===== config.mk =====
export PLATFORM = sky130hd
export DESIGN_NAME = s_mem_arbiter_flat
export DESIGN_NICKNAME = d
export VERILOG_FILES = /design/src/rtl/s_mem_arbiter_if.sv /design/src/rtl/s_mem_arbiter.sv /design/src/flat_wrapper.sv
export SDC_FILE = /design/constraint.sdc
export NUM_CORES = 1
export LEC_CHECK = 0
export ABC_AREA = 1
export CAP_MARGIN = 20
export CORE_MARGIN = 1.5
export CORE_UTILIZATION = 28
export DETAILED_ROUTE_END_ITERATION = 16
export PLACE_DENSITY_LB_ADDON = 0.08
export SLEW_MARGIN = 20
export SYNTH_ARGS = -nofsm -noshare
export SYNTH_HDL_FRONTEND = slang
export SYNTH_SLANG_ARGS = --single-unit

===== constraint.sdc =====
create_clock -name clk -period 0.95 [get_ports clk]
set_input_delay 0.1425 -clock clk [delete_from_list [all_inputs] [get_ports clk]]
set_output_delay 0.1425 -clock clk [all_outputs]
set_load 0.005 [all_outputs]

===== src/rtl/s_mem_arbiter_if.sv =====
// s_mem_arbiter_if: requester-side bundle of the S memory arbiter.
// Carries each requester's request/address/data/write-enable towards the
// arbiter and the grant, read data and read-valid strobes back.
interface s_mem_arbiter_if #(
  parameter int N_REQ = 3,
  parameter int AW    = 8,
  parameter int DW    = 8
);
  logic [N_REQ-1:0]    req;
  logic [N_REQ-1:0]    gnt;
  logic [N_REQ*AW-1:0] req_addr;
  logic [N_REQ*DW-1:0] req_wrdata;
  logic [N_REQ-1:0]    req_wren;
  logic [DW-1:0]       rddata;
  logic [N_REQ-1:0]    rdvalid;
  logic                busy;

  // Requesters (RC4 engines) drive requests and consume grant/read return.
  modport master (
    output req, req_addr, req_wrdata, req_wren,
    input  gnt, rddata, rdvalid, busy
  );

  // The arbiter consumes requests and drives grant/read return.
  modport slave (
    input  req, req_addr, req_wrdata, req_wren,
    output gnt, rddata, rdvalid, busy
  );
endinterface


===== src/rtl/s_mem_arbiter.sv =====
// s_mem_arbiter: shares the single 256x8 S RAM (1-cycle read latency)
// between the RC4 init, ksa and prga engines. One owner at a time holds a
// locked grant for as long as it keeps req high; its addr/data/wren are
// muxed onto the RAM port and its reads come back with an rdvalid strobe.
// Build option: define S_ARB_ROUND_ROBIN_EN for round-robin arbitration;
// the default build uses fixed priority (lowest index wins).
module s_mem_arbiter #(
  parameter int N_REQ = 3,
  parameter int AW    = 8,
  parameter int DW    = 8
) (
  input  logic              clk,
  input  logic              rst_n,
  s_mem_arbiter_if.slave    bus,
  output logic [AW-1:0]     mem_addr,
  output logic [DW-1:0]     mem_wrdata,
  output logic              mem_wren,
  input  logic [DW-1:0]     mem_rddata
);

  localparam int PW = (N_REQ > 1) ? $clog2(N_REQ) : 1;

  typedef enum logic {
    ST_IDLE  = 1'b0,
    ST_OWNED = 1'b1
  } state_t;

  state_t           r_state;
  logic [N_REQ-1:0] r_gnt;
  logic [N_REQ-1:0] r_rdvalid;

  logic [N_REQ-1:0] w_active;
  logic             w_keep;
  logic             w_any_req;
  logic [PW-1:0]    w_start;
  logic [PW-1:0]    w_win;
  logic [N_REQ-1:0] w_win_oh;

`ifdef S_ARB_ROUND_ROBIN_EN
  logic [PW-1:0]    r_ptr;
  logic [PW-1:0]    w_ptr_nxt;
  assign w_start   = r_ptr;
  assign w_ptr_nxt = (w_win == PW'(N_REQ-1)) ? '0 : PW'(w_win + 1'b1);
`else
  assign w_start   = '0;
`endif

  // First requester found scanning upward from start, wrapping modulo N_REQ.
  function automatic logic [PW-1:0] f_pick(input logic [N_REQ-1:0] r,
                                           input logic [PW-1:0]    start);
    logic [PW-1:0] win;
    logic [PW-1:0] idx;
    win = '0;
    for (int i = N_REQ-1; i >= 0; i--) begin
      idx = PW'((int'(start) + i) % N_REQ);
      if (r[idx]) win = idx;
    end
    return win;
  endfunction

  // A requester is "active" only while it both holds the grant and keeps req.
  assign w_active  = r_gnt & bus.req;
  assign w_keep    = |w_active;
  assign w_any_req = |bus.req;
  assign w_win     = f_pick(bus.req, w_start);

  // Winner index expanded to a one-hot grant vector.
  always_comb begin
    w_win_oh        = '0;
    w_win_oh[w_win] = 1'b1;
  end

  // Ownership FSM: grant on request from idle, lock while owner holds req,
  // hand over directly (no bubble) or fall back to idle when owner releases.
  always_ff @(posedge clk or negedge rst_n) begin
    if (!rst_n) begin
      r_state   <= ST_IDLE;
      r_gnt     <= '0;
      r_rdvalid <= '0;
`ifdef S_ARB_ROUND_ROBIN_EN
      r_ptr     <= '0;
`endif
    end else begin
      r_rdvalid <= w_active & ~bus.req_wren;
      case (r_state)
        ST_IDLE: begin
          if (w_any_req) begin
            r_state <= ST_OWNED;
            r_gnt   <= w_win_oh;
`ifdef S_ARB_ROUND_ROBIN_EN
            r_ptr   <= w_ptr_nxt;
`endif
          end
        end
        ST_OWNED: begin
          if (!w_keep) begin
            if (w_any_req) begin
              r_gnt   <= w_win_oh;
`ifdef S_ARB_ROUND_ROBIN_EN
              r_ptr   <= w_ptr_nxt;
`endif
            end else begin
              r_state <= ST_IDLE;
              r_gnt   <= '0;
            end
          end
        end
        default: begin
          r_state <= ST_IDLE;
          r_gnt   <= '0;
        end
      endcase
    end
  end

  // RAM port mux: active owner's slices; otherwise requester 0 slices with
  // wren forced low; all-zero while reset is asserted.
  always_comb begin
    mem_addr   = bus.req_addr[AW-1:0];
    mem_wrdata = bus.req_wrdata[DW-1:0];
    mem_wren   = 1'b0;
    for (int k = 0; k < N_REQ; k++) begin
      if (w_active[k]) begin
        mem_addr   = bus.req_addr[k*AW +: AW];
        mem_wrdata = bus.req_wrdata[k*DW +: DW];
        mem_wren   = bus.req_wren[k];
      end
    end
    if (!rst_n) begin
      mem_addr   = '0;
      mem_wrdata = '0;
      mem_wren   = 1'b0;
    end
  end

  assign bus.gnt     = r_gnt;
  assign bus.rdvalid = r_rdvalid;
  assign bus.busy    = |r_gnt;
  assign bus.rddata  = mem_rddata;

endmodule


===== src/flat_wrapper.sv =====
// flat-port wrapper written by rule: the top's interface ports become plain ports
module s_mem_arbiter_flat 
#(
  parameter int N_REQ = 3,
  parameter int AW    = 8,
  parameter int DW    = 8
)
  (clk, rst_n, mem_addr, mem_wrdata, mem_wren, mem_rddata, bus_req, bus_req_addr, bus_req_wrdata, bus_req_wren, bus_gnt, bus_rddata, bus_rdvalid, bus_busy);
  s_mem_arbiter_if #(.N_REQ(N_REQ), .AW(AW), .DW(DW)) bus_i ();
  input  logic clk;
  input  logic rst_n;
  output logic [AW-1:0] mem_addr;
  output logic [DW-1:0] mem_wrdata;
  output logic mem_wren;
  input  logic [DW-1:0] mem_rddata;
  input wire logic [$bits(bus_i.req)-1:0] bus_req;
  input wire logic [$bits(bus_i.req_addr)-1:0] bus_req_addr;
  input wire logic [$bits(bus_i.req_wrdata)-1:0] bus_req_wrdata;
  input wire logic [$bits(bus_i.req_wren)-1:0] bus_req_wren;
  output wire logic [$bits(bus_i.gnt)-1:0] bus_gnt;
  output wire logic [$bits(bus_i.rddata)-1:0] bus_rddata;
  output wire logic [$bits(bus_i.rdvalid)-1:0] bus_rdvalid;
  output wire logic [$bits(bus_i.busy)-1:0] bus_busy;
  assign bus_i.req = bus_req;
  assign bus_i.req_addr = bus_req_addr;
  assign bus_i.req_wrdata = bus_req_wrdata;
  assign bus_i.req_wren = bus_req_wren;
  assign bus_gnt = bus_i.gnt;
  assign bus_rddata = bus_i.rddata;
  assign bus_rdvalid = bus_i.rdvalid;
  assign bus_busy = bus_i.busy;
  s_mem_arbiter #(.N_REQ(N_REQ), .AW(AW), .DW(DW)) u_core (.clk(clk), .rst_n(rst_n), .bus(bus_i), .mem_addr(mem_addr), .mem_wrdata(mem_wrdata), .mem_wren(mem_wren), .mem_rddata(mem_rddata));
endmodule

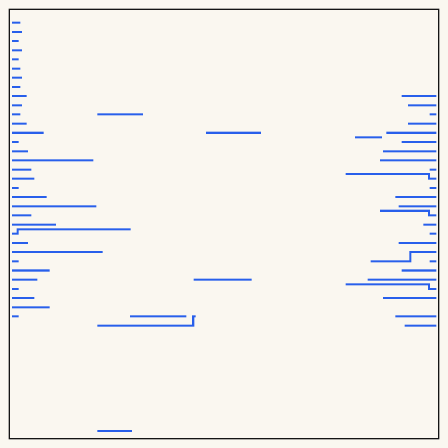
Fig. 1. Met3 routing (run 1).
The wires run mostly horizontal. The layer carries 312 um of wire. 57 nets have wire on it. The longest straight run is 16.6 um.
final WL: 4140 um
via count: 1,489
met3 Use GR: 5.18%

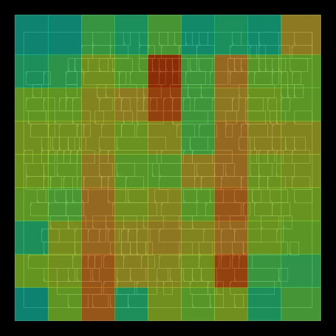
Fig. 2. Routing congestion map (run 1).
grt peak-use layer: met2
GR Layer Usage met1: 25.5%
post-DR wirelength/cell: 12.4 um
gr usage total: 19.8%
GRT met2 Usage: 33.6%

==> impl_metrics.ini, run 1 <==
; synthesis and place-and-route metrics
[synth]
netlist_area_um2 = 1020
syn_area_per_cell_um2 = 5.87
ys_seq_share_pct = 17.1
edf_count = 0

[clocking]
postCtsSetupBuffers = 22
cts_resized = 122
clock_latency_ps = 260
cts_inserted_buffers = 3

[layout]
drive_gt1_share_pct = 41.1

[timing]
finalSetupTns_ps = -12230
worst_slack_ps = -666
setup_viol_count_final = 24
skew_ps = 2.10

[min_path]
worstHoldEndpoint = bus_rddata[0]

[detailed_routing]
wl_met3_um = 312
drc = 0
ant_nets = 0
m1WireLength_um = 1810

[run_status]
status = complete, but fails checks
failed_checks = negative setup slack

[worst_setup_path]
start_kind = flip-flop
cpMostUsedCell = buf_6
cp_num_buf_inv = 6
cp.depth = 10

[pwr]
total_power_mw = 2.10
internal_power_mw = 1.35
swShare_pct = 35.9
p_comb_mw = 1.45
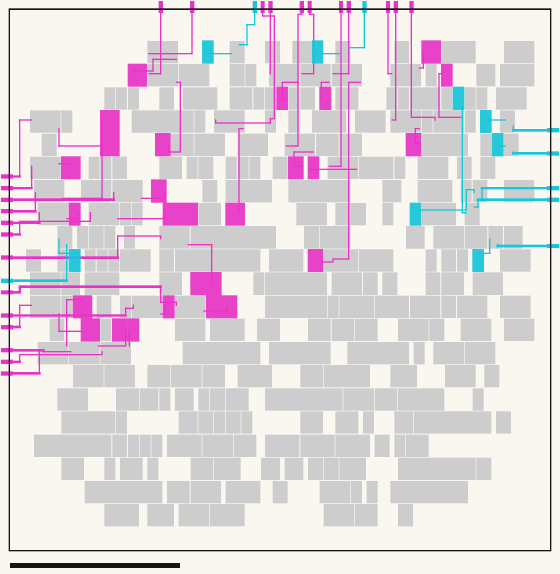
Fig. 3. Wires at chosen ports, followed through buffers (run 1).
The bar under the picture is 20 um long.
Cyan stands for mem_addr, bits 8, direction output, end cells 8, buffers 8, wire 91.8 um. Magenta stands for bus_req_wrdata, bits 24, direction input, end cells 24, buffers 24, wire 423 um.
port buffer count: 79
# IOs: 96

==> inputs of run 2 (changes only) <==
- CORE_UTILIZATION: 28 -> 33
- clock period: 0.95 -> 2.1 ns (I/O delays scaled with it)
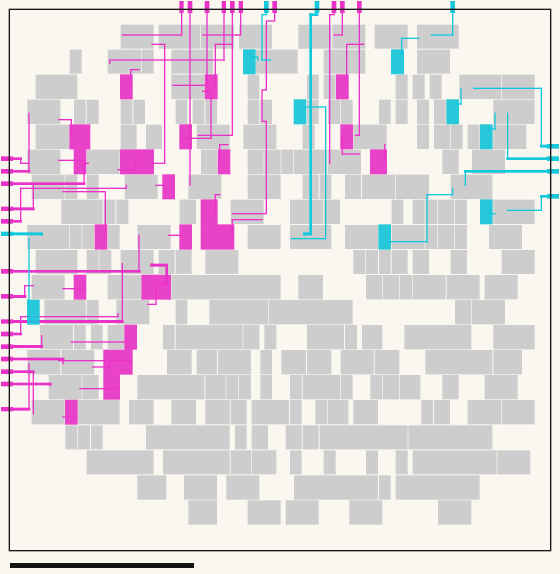
Fig. 4. Wires at chosen ports, followed through buffers (run 2).
The bar under the picture is 20 um long.
Cyan stands for mem_addr, bits 8, direction output, end cells 8, buffers 8, wire 132 um. Magenta stands for bus_req_wrdata, bits 24, direction input, end cells 24, buffers 24, wire 374 um.

==> impl_metrics.ini, run 2 <==
; synthesis and place-and-route metrics
[pwr]
total_power_mw = 0.772
p_comb_mw = 0.476
peakVddDrop_mv = 0.275
swShare_pct = 33.6

[detailed_routing]
ant_nets = 0
wl_per_cell_um = 11.2
wirelength_um = 3200
wl_met3_um = 268
drc = 0
m1WireLength_um = 1410

[timing]
worst_slack_ps = 136
finalSetupTns_ps = 0
setup_viol_count_final = 0
period_needed_ps = 1960

[die]
ios = 96

[worst_setup_path]
cp.depth = 3
start_kind = flip-flop
path_cells = buf_4, or3_1, clkdlybuf4s50_1
cp_num_buf_inv = 2

[global_routing]
grt_busiest_layer = met2
grt_usage_pct = 18.7
grtUsageMet3_pct = 5.71
grtUsageMet1_pct = 23.9
met2_usage_pct = 31.5

[synth]
edf_count = 0
syn_area_per_cell_um2 = 5.87
ys_seq_share_pct = 17.1
synth_cell_types = 19

[placed_design]
port_buffers = 79

[run_status]
status = completed

[clocking]
postCtsSetupBuffers = 2
clock_latency_ps = 260
cts_resized = 5

[layout]
drive_gt1_share_pct = 11.9
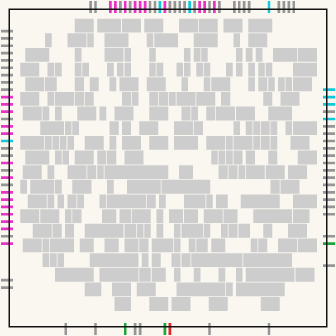
Fig. 5. Pin placement (run 2).
Pins as bars across the die edge, other pins in gray.
Green stands for bus_gnt, pins 3, direction output, edge 2 south, 1 east. Cyan stands for mem_addr, pins 8, direction output, edge 4 east, 3 north, 1 west. Red stands for bus_busy, pins 1, direction output, edge south. Magenta stands for bus_req_wrdata, pins 24, direction input, edge 14 west, 10 north.
All pins by edge: 34 north, 32 west, 21 east, 9 south.
Die Height: 58.7 um
Die W: 58.7 um

==> inputs of run 3 (changes only) <==
- CORE_ASPECT_RATIO: unset -> 1.2
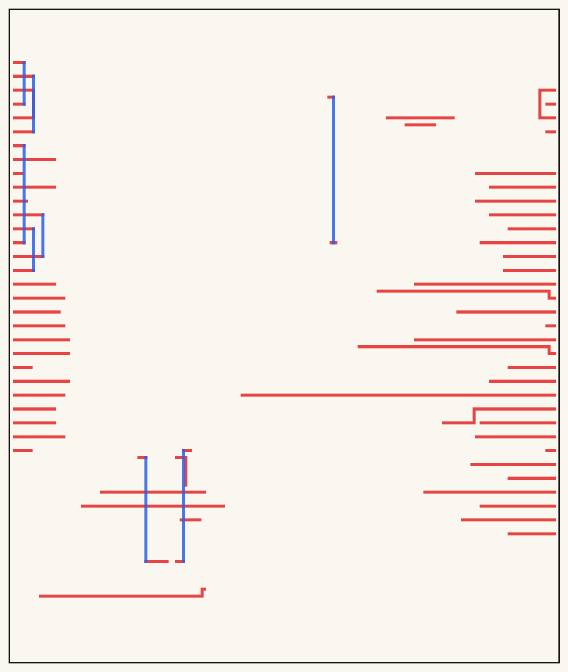
Fig. 6. Signal wires by layer (run 3).
Only two layers are drawn.
Red stands for met3, wire length 393 um. Blue stands for met4, wire length 62.6 um.
gr usage total: 19.9%
final WL: 3550 um
via count: 1,408
post-DR wirelength/cell: 12.1 um

==> impl_metrics.ini, run 3 <==
; synthesis and place-and-route metrics
[worst_setup_path]
cp.depth = 8
cp_num_buf_inv = 4
path_cells = nand2_2, buf_4, buf_12, nor2_1, nor2_1, nand2_1, inv_1, clkdlybuf4s50_1

[clocking]
cts_inserted_buffers = 3
cts_resized = 6
postCtsSetupBuffers = 4
clock_latency_ps = 260

[run_status]
status = completed

[detailed_routing]
wl_met3_um = 393
drc = 0
m1WireLength_um = 1230

[pwr]
p_comb_mw = 0.496
swShare_pct = 34.2
internal_power_mw = 0.519
total_power_mw = 0.788
peakVddDrop_mv = 0.440

[synth]
synth_cell_types = 19
netlist_area_um2 = 1020
syn_area_per_cell_um2 = 5.87

[global_routing]
grtUsageMet3_pct = 4.91
met2_usage_pct = 38.1
grtUsageMet1_pct = 18.8

[die]
fp.dieW_um = 53.8
ios = 96

[layout]
drive_gt1_share_pct = 13.8

[timing]
worst_slack_ps = 49.2
finalSetupTns_ps = 0
skew_ps = 0.528

[placed_design]
port_buffers = 79
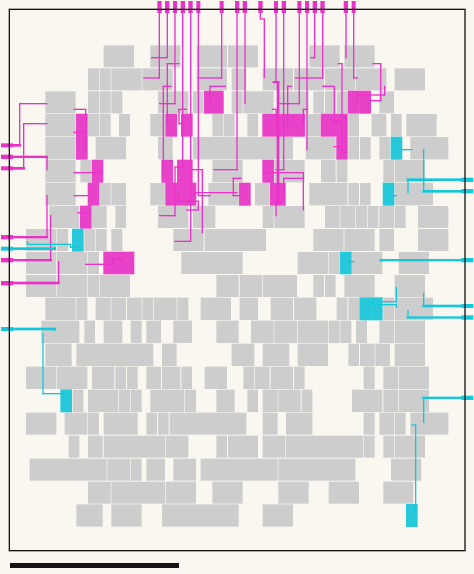
Fig. 7. Wires at chosen ports, followed through buffers (run 3).
The bar under the picture is 20 um long.
Magenta stands for bus_req_wrdata, bits 24, direction input, end cells 24, buffers 24, wire 440 um. Cyan stands for mem_addr, bits 8, direction output, end cells 8, buffers 8, wire 95.6 um.

